run_1/clocks.png
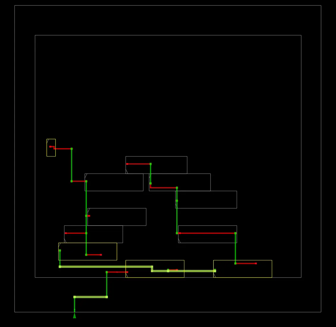
run_1/cell_density.png
Scale: 8 px per µm. The die is cut into 10 by 10 equal tiles; white is low, dark blue is high, 0 to 100% covered.
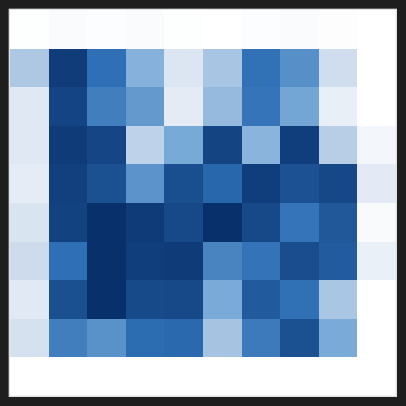
run_1/flops_by_reg.png
Scale: 10 px per µm.
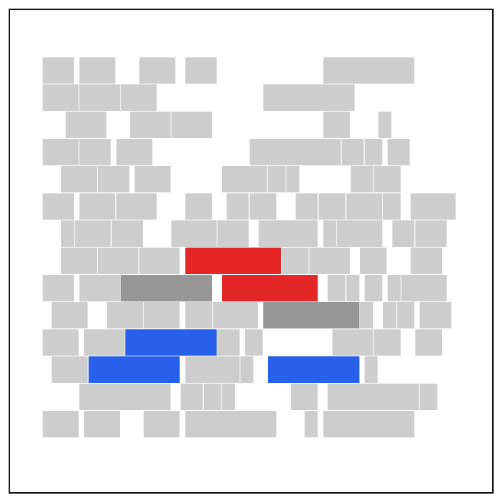
$ cat src/rtl/mux2x1_rr_arbiter_if.sv
// Bus between two requesters and the shared 2:1 mux arbiter.
// The requester side drives req/data; the arbiter returns grants, select and the muxed word.
interface mux2x1_rr_arbiter_if #(
    parameter int WIDTH = 8
);
    logic             req0;
    logic             req1;
    logic [WIDTH-1:0] a0;
    logic [WIDTH-1:0] a1;
    logic             gnt0;
    logic             gnt1;
    logic             s;
    logic [WIDTH-1:0] y;
    logic             y_valid;

    modport master (
        output req0, req1, a0, a1,
        input  gnt0, gnt1, s, y, y_valid
    );

    modport slave (
        input  req0, req1, a0, a1,
        output gnt0, gnt1, s, y, y_valid
    );
endinterface

$ cat src/rtl/mux2x1_rr_arbiter.sv
// Round-robin arbiter with bounded grant hold, driving a shared 2:1 mux.
// Grants and select are registered; the muxed word y is combinational from s.
module mux2x1_rr_arbiter #(
    parameter int WIDTH    = 8,
    parameter int MAX_HOLD = 4
) (
    input  logic                 clk,
    input  logic                 rst_n,
    mux2x1_rr_arbiter_if.slave   bus
);
    localparam int CW = $clog2(MAX_HOLD + 1);
    localparam logic [CW-1:0] LIMIT = CW'(MAX_HOLD - 1);

    typedef enum logic [1:0] {IDLE, G0, G1} state_t;

    state_t          state_q, state_d;
    logic [CW-1:0]   cnt_q, cnt_d;
    logic            last_q, last_d;
    logic            s_q, s_d;
    logic [WIDTH-1:0] y_w;

    always_ff @(posedge clk or negedge rst_n) begin
        if (!rst_n) begin
            state_q <= IDLE;
            cnt_q   <= '0;
            last_q  <= 1'b1;
            s_q     <= 1'b0;
        end else begin
            state_q <= state_d;
            cnt_q   <= cnt_d;
            last_q  <= last_d;
            s_q     <= s_d;
        end
    end

    always_comb begin
        state_d = state_q;
        cnt_d   = cnt_q;
        last_d  = last_q;
        case (state_q)
            IDLE: begin
                cnt_d = '0;
                if (bus.req0 && bus.req1) state_d = last_q ? G0 : G1;
                else if (bus.req0)        state_d = G0;
                else if (bus.req1)        state_d = G1;
            end
            G0: begin
                if (!bus.req0 || cnt_q == LIMIT) begin
                    cnt_d = '0;
                    if (bus.req1) begin
                        state_d = G1;
                        last_d  = 1'b0;
                    end else if (!bus.req0) begin
                        state_d = IDLE;
                        last_d  = 1'b0;
                    end
                    // else: hold limit hit with no contender, restart the run in G0
                end else begin
                    cnt_d = cnt_q + CW'(1);
                end
            end
            G1: begin
                if (!bus.req1 || cnt_q == LIMIT) begin
                    cnt_d = '0;
                    if (bus.req0) begin
                        state_d = G0;
                        last_d  = 1'b1;
                    end else if (!bus.req1) begin
                        state_d = IDLE;
                        last_d  = 1'b1;
                    end
                end else begin
                    cnt_d = cnt_q + CW'(1);
                end
            end
            default: state_d = IDLE;
        endcase

        // Select follows the next grant; IDLE leaves the mux where it was
        case (state_d)
            G0:      s_d = 1'b0;
            G1:      s_d = 1'b1;
            default: s_d = s_q;
        endcase
    end

    assign y_w         = s_q ? bus.a1 : bus.a0;
    assign bus.gnt0    = (state_q == G0);
    assign bus.gnt1    = (state_q == G1);
    assign bus.s       = s_q;
    assign bus.y       = y_w;
    assign bus.y_valid = (state_q == G0) || (state_q == G1);
endmodule

$ cat src/flat_wrapper.sv
// flat-port wrapper written by rule: the top's interface ports become plain ports
module mux2x1_rr_arbiter_flat 
#(
    parameter int WIDTH    = 8,
    parameter int MAX_HOLD = 4
)
  (clk, rst_n, bus_req0, bus_req1, bus_a0, bus_a1, bus_gnt0, bus_gnt1, bus_s, bus_y, bus_y_valid);
  mux2x1_rr_arbiter_if #(.WIDTH(WIDTH)) bus_i ();
  input  logic clk;
  input  logic rst_n;
  input wire logic [$bits(bus_i.req0)-1:0] bus_req0;
  input wire logic [$bits(bus_i.req1)-1:0] bus_req1;
  input wire logic [$bits(bus_i.a0)-1:0] bus_a0;
  input wire logic [$bits(bus_i.a1)-1:0] bus_a1;
  output wire logic [$bits(bus_i.gnt0)-1:0] bus_gnt0;
  output wire logic [$bits(bus_i.gnt1)-1:0] bus_gnt1;
  output wire logic [$bits(bus_i.s)-1:0] bus_s;
  output wire logic [$bits(bus_i.y)-1:0] bus_y;
  output wire logic [$bits(bus_i.y_valid)-1:0] bus_y_valid;
  assign bus_i.req0 = bus_req0;
  assign bus_i.req1 = bus_req1;
  assign bus_i.a0 = bus_a0;
  assign bus_i.a1 = bus_a1;
  assign bus_gnt0 = bus_i.gnt0;
  assign bus_gnt1 = bus_i.gnt1;
  assign bus_s = bus_i.s;
  assign bus_y = bus_i.y;
  assign bus_y_valid = bus_i.y_valid;
  mux2x1_rr_arbiter #(.WIDTH(WIDTH), .MAX_HOLD(MAX_HOLD)) u_core (.clk(clk), .rst_n(rst_n), .bus(bus_i));
endmodule
$ cat config.mk
export PLATFORM = sky130hd
export DESIGN_NAME = mux2x1_rr_arbiter_flat
export DESIGN_NICKNAME = d
export VERILOG_FILES = /design/src/rtl/mux2x1_rr_arbiter_if.sv /design/src/rtl/mux2x1_rr_arbiter.sv /design/src/flat_wrapper.sv
export SDC_FILE = /design/constraint.sdc
export NUM_CORES = 1
export LEC_CHECK = 0
export CORE_MARGIN = 3
export CORE_UTILIZATION = 34
export CTS_BUF_LIST = sky130_fd_sc_hd__clkbuf_16
export DETAILED_ROUTE_END_ITERATION = 7
export GPL_TIMING_DRIVEN = 0
export PLACE_DENSITY = 0.74
export SYNTH_ARGS = -nofsm -noshare
export SYNTH_HDL_FRONTEND = slang
export SYNTH_SLANG_ARGS = --single-unit
$ cat constraint.sdc
create_clock -name clk -period 1.9 [get_ports clk]
set_input_delay 0.475 -clock clk [delete_from_list [all_inputs] [get_ports clk]]
set_output_delay 0.475 -clock clk [all_outputs]
set_load 0.005 [all_outputs]
==> impl_metrics.csv, run 1 <==
group,metric,value,unit
synth,synth.avg_cell_area,9.46,µm²
global_routing,antenna_found_initial,0,
synth,synthCells,64,
sta,fin_crit,2.02,ns
place,post-place-ws,-0.453,ns
min_path,holdPathStages,2,
job,warnings,33,
detailed_routing,drc_errors,0,
clocking,cts_sinks,7,
place,dp_cells,119,
place,place.gp.congestion,0.746,
min_path,hold_path_end,"u_core.cnt_q[2]",
die,chipArea,2320,µm²
layout,fill_cells,116,
layout,layout.area.comb,480,µm²
layout,areaGrowthSynthToFinish,87.2,%
global_routing,grt.total_usage,0.143,
outcome,violations,"negative setup slack",
outcome,status,"finished, violations left",
detailed_routing,first_pass_iters,2,
sta,postLayoutSetupSlackWorst,-0.121,ns
sta,setup_viol,1,
synth,ys_cells,64,
critical_path,cp_max_fo,7,
critical_path,rrSetupSlack,-0.12,ns
critical_path,ff2ff_path_depth,8,
critical_path,start_kind,"flip-flop",
sta,max_slew.worst_pin.slew,0.288,ns
sta,fmax,0.495,GHz
global_routing,grt_pass1_wl,2330,µm
critical_path,required,2.01,ns
clocking,cts_tree,"built",
place,place_area,997,µm²
About clocks.png:
Skew-Pair Late Insertion Delay: 0.23 ns
TritonCTS Buffers: 3
clock skew: 0.000989 ns
Flops: 7

About cell_density.png:
emptiest ninth of the die = north-east
mean over tiles = 48%
densest ninth of the die = center
nearly empty tiles = 21%
CORE AREA: 1590 µm²
final core utilization: 0.711
FP Core Util: 0.380

About flops_by_reg.png:
red -> `u_core.state_q`  # flops 2
blue -> `u_core.cnt_q`  # flops 3
P_seq: 243 µW
Flop area: 179 µm²
flop share of the area: 0.158

[run 1: cell type report]
cell class,count,share of cell area
well taps,24,0.0265
plain buffers,1,0.00662
inverters,3,0.0121
repair buffers,36,0.304
flip-flops and latches,7,0.158
multi-input cells,53,0.424
clock inverters,1,0.00331
clock buffers,3,0.0662
[run 1: kinds of logic after synthesis]
logic type / synth area share
compound gates: 0.151
buf+inv: 0.0269
simple gates: 0.180
mux: 0.186
flops: 0.291
fa+ha+maj: 0.165
[run 1: what timing repair did]
action	in CTS	in global routing
buffers inserted	4	1
cloned	0	0
hold buffers	0	0
pin swaps	0	6
setup endpoints to repair	12	3
gates resized	18	4
[run 1: how the worst max path moves through the flow]
stage                                from           end  slack [ns]  cells past startpoint
after floorplan           u_core.cnt_q[0]  u_core.bus.s       -0.02                      7
after global placement           bus_req0  u_core.bus.s       -0.48                      6
after detailed placement         bus_req0  u_core.bus.s       -0.45                      6
after CTS                 u_core.cnt_q[0]  u_core.bus.s        -0.1                      8
after global routing      u_core.cnt_q[1]  u_core.bus.s       -0.20                      8
final                     u_core.cnt_q[1]  u_core.bus.s       -0.12                      8
[run 1: state kept, by name, indices dropped and copies added (netlist names)]
signal          count
u_core.cnt_q        3
u_core.bus.s        1
u_core.last_q       1
u_core.state_q      2
[run 1: cells in the final DEF (no fill, tap or decap)]
master           Yosys  routed
ha_2                 0       1
nor2b_1              1       1
nand2_2              1       2
inv_1                3       2
nand2b_1             2       2
o211a_1              1       1
o211ai_1             1       1
a31oi_1              1       1
or2_2                1       1
a22oi_2              0       1
o32ai_2              0       1
dfrtp_2              0       2
clkdlybuf4s50_1      0      18
o31ai_1              1       1
a31o_2               1       1
dlymetal6s2s_1       0       2
o21ai_0              4       3
clkdlybuf4s15_1      0       1
nand2_1              9       8
nand3_1              2       2
buf_6                0       1
inv_2                0       1
nor3b_1              1       1
nor2_1               1       1
inv_4                0       1
or2b_1               2       2
mux2_1               1       1
a21oi_1              3       3
dfstp_2              1       1
buf_4                0       5
mux2_2               9       9
nand3b_1             1       1
ha_4                 0       4
dfrtp_1              6       4
ha_1                 8       3
clkbuf_16            0       3
o21ai_1              0       1
dlygate4sd2_1        0      10
[run 1: synthesized netlist by cell type, drive strengths merged]
| cell | instances |
|---|---|
| nand3b | 1 |
| dfstp | 1 |
| nor2b | 1 |
| buf | 1 |
| nand3 | 2 |
| a31o | 1 |
| mux2 | 10 |
| nand2 | 10 |
| a22oi | 1 |
| dfrtp | 6 |
| a21oi | 3 |
| o211a | 1 |
| ha | 8 |
| or2b | 2 |
| nor2 | 1 |
| inv | 3 |
| nor3b | 1 |
| o32ai | 1 |
| o21ai | 4 |
| nand2b | 2 |
| or2 | 1 |
| a31oi | 1 |
| o31ai | 1 |
| o211ai | 1 |
[run 1: where the power goes]
part	internal, µW	leakage (µW)	switching (µW)
registers	206	0.0000877	37.0
clock network	273	0.0000423	74.1
logic	492	0.000386	337
[run 1: layer usage]
layer,vias to the layer above,routed length (µm),GRT usage
met1,277,663,0.159
li1,309,-,-
met2,35,682,0.255
met4,0,0,0.0161
met5,-,0,0
met3,0,172,0.0664
==> run 2: changes to the inputs <==
==> constraint.sdc (replaced) <==
create_clock -name clk -period 1.9 [get_ports clk]
set_input_delay 0.475 -clock clk [delete_from_list [all_inputs] [get_ports clk]]
set_output_delay 0.475 -clock clk [all_outputs]
set_load 0.02 [all_outputs]
==> run 2 against run 1 <==
Against the previous run: the run still ends with negative setup slack left; design area decreased by 1.2%; setup slack improved by 0.013 ns; hold slack got worse by 0.0039 ns; sequential share of layout area increased by 0.19 points; die size unchanged; via count increased by 2.1%; wire length increased by 1.9%; synthesized area unchanged; largest power group unchanged; highest routed layer is now met4.
==> impl_metrics.csv, run 2 <==
group,metric,value,unit
layout,lay_top_count,"clkdlybuf4s50_1",
power,leakage,0.000485,µW
synth,synthCells,64,
sta,hold_viol_final,0,
place,post-place-ws,-0.477,ns
layout,top_regs,"u_core.cnt_q: 3 flops, u_core.state_q: 2 flops",
layout,drive_gt1_frac,0.404,
sta,postLayoutSetupSlackWorst,-0.108,ns
sta,clock_skew,0.00357,ns
layout,lay_top_cells,"clkdlybuf4s50_1, mux2_2, nand2_1, buf_4",
sta,fin_crit,2.01,ns
synth,common_cells,"mux2_2, nand2_1, ha_1",
outcome,violations,"negative setup slack",
synth,edf_count,0,
die,fp_util,0.380,
global_routing,grt.total_usage,0.160,
layout,layout.area.comb,492,µm²
layout,seq_area,179,µm²
critical_path,start_kind,"flip-flop",
sta,setup_viol,1,
detailed_routing,drc_errors,0,
critical_path,cp_max_fo,7,
die,chipArea,2320,µm²
synth,ys_cells,64,
global_routing,grt_pass1_wl,2550,µm
outcome,status,"finished, violations left",
critical_path,required,2.01,ns
clocking,clock_latency,0.23,ns
layout,fill_cells,118,
sta,max_slew.worst_pin.slew,0.296,ns
sta,fmax,0.498,GHz
clocking,cts_sinks,7,
clocking,holdBufCountCts,0,
layout,nNetsFinal,133,
synth,synthFlopType,"dfrtp_1",
clocking,numCtsBuffers,3,
place,place.gp.congestion,0.749,
die,core,1590,µm²
synth,async_flop_share,1.00,
layout,top_register,"u_core.cnt_q",
layout,areaGrowthSynthToFinish,84.9,%
synth,synth.avg_cell_area,9.46,µm²
clocking,cts_tree,"built",
==> run 2: cell counts after synthesis <==
No cell type changed its count.
==> run 2: what timing repair did <==
item,4_1_cts,5_1_grt
setup buffers,5,0
pin swaps,3,1
hold endpoints to repair,0,0
gates resized,28,8
endpoints found under the setup margin,12,7
==> run 2: layer usage <==
| layer | GRT usage | vias to the layer above | share of wire |
|---|---|---|---|
| met2 | 0.255 | 37 | 0.45 |
| met3 | 0.0775 | 3 | 0.12 |
| li1 | - | 311 | - |
| met1 | 0.188 | 283 | 0.42 |
| met4 | 0.0484 | 0 | 0.0091 |
| met5 | 0 | - | 0 |
==> run 2: cell type report <==
type	instances	area share
Tap cell	24	0.0268
Multi-Input combinational cell	53	0.439
Clock inverter	1	0.00335
Inverter	3	0.0101
Clock buffer	3	0.0670
Buffer	1	0.00670
Timing Repair Buffer	36	0.287
Sequential cell	7	0.160
==> run 2: cell families (layout without fill, tap and decap cells) <==
| logic type | Yosys count | in the layout | share of synthesized area |
|---|---|---|---|
| simple gates | 21 | 21 | 0.180 |
| compound gates | 14 | 14 | 0.151 |
| mux | 10 | 10 | 0.186 |
| fa+ha+maj | 8 | 8 | 0.165 |
| flops | 7 | 7 | 0.291 |
| buf+inv | 4 | 44 | 0.0269 |
==> run 2: worst max-delay path, delay by kind of cell, from the launching register on <==
family	cells	cell delay (ns)
simple gates	1	0.23
flops	1	0.38
compound gates	2	0.31
fa+ha+maj	3	0.66
mux	1	0.32
==> run 2: worst paths after layout <==
check | startpoint | slack [ns] | to | depth (start not counted)
max | u_core.cnt_q[0] | -0.11 | u_core.bus.s | 7
min reg2reg | u_core.cnt_q[2] | 0.48 | u_core.cnt_q[2] | 2
max reg2reg | u_core.cnt_q[0] | -0.11 | u_core.bus.s | 7
min | u_core.cnt_q[2] | 0.48 | u_core.cnt_q[2] | 2
min in group asynchronous | rst_n | 0.50 | u_core.cnt_q[2] | 1
max in group asynchronous | rst_n | 1.12 | u_core.last_q | 1
==> run 2: metrics by stage <==
stage	area, µm²	power, µW	TNS [ns]	hold WS (ns)	cells
2_1_floorplan	657	818	-0.0336	0.179	64
3_3_place_gp	997	1080	-2.43	0.461	119
3_5_place_dp	997	1100	-2.50	0.471	119
4_1_cts	1120	1490	-0.106	0.485	128
5_1_grt	1120	1650	-0.176	0.517	128
6_report	1120	1530	-0.108	0.484	128
==> run 2: report_power, final <==
part / internal (µW) / switching [µW] / leakage, µW
clock network: 274 / 78.1 / 0.0000423
logic: 478 / 445 / 0.000355
registers: 207 / 47.2 / 0.0000877
total: 958 / 571 / 0.000485
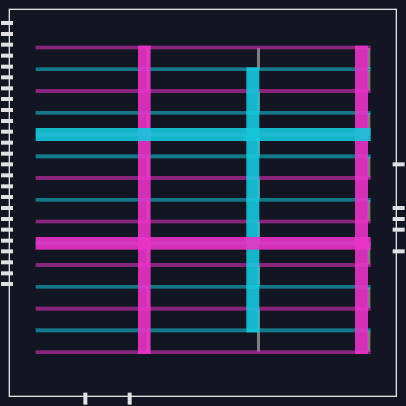
run_2/power_grid.png
Scale: 8 px per µm. Pins as bars on the die edge. Tap cells in gray.
magenta -> VSS
cyan -> VDD
met1 rails = 15
met4 straps = 3
tap cells = 24
rows = 14
worst vdd ir: 0.889 mV
Die Height: 48.2 µm
die extent in x: 48.2 µm

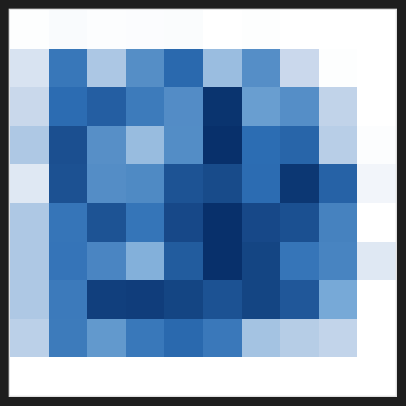
run_2/cell_density.png
Scale: 8 px per µm. The die is cut into 10 by 10 equal tiles; white is low, dark blue is high, 0 to 100% covered.
densest ninth of the die = center
fullest tile = 100%
emptiest ninth of the die = north-east
mean over tiles = 47%
final core utilization: 0.703

Power and IR drop assume default switching activity.
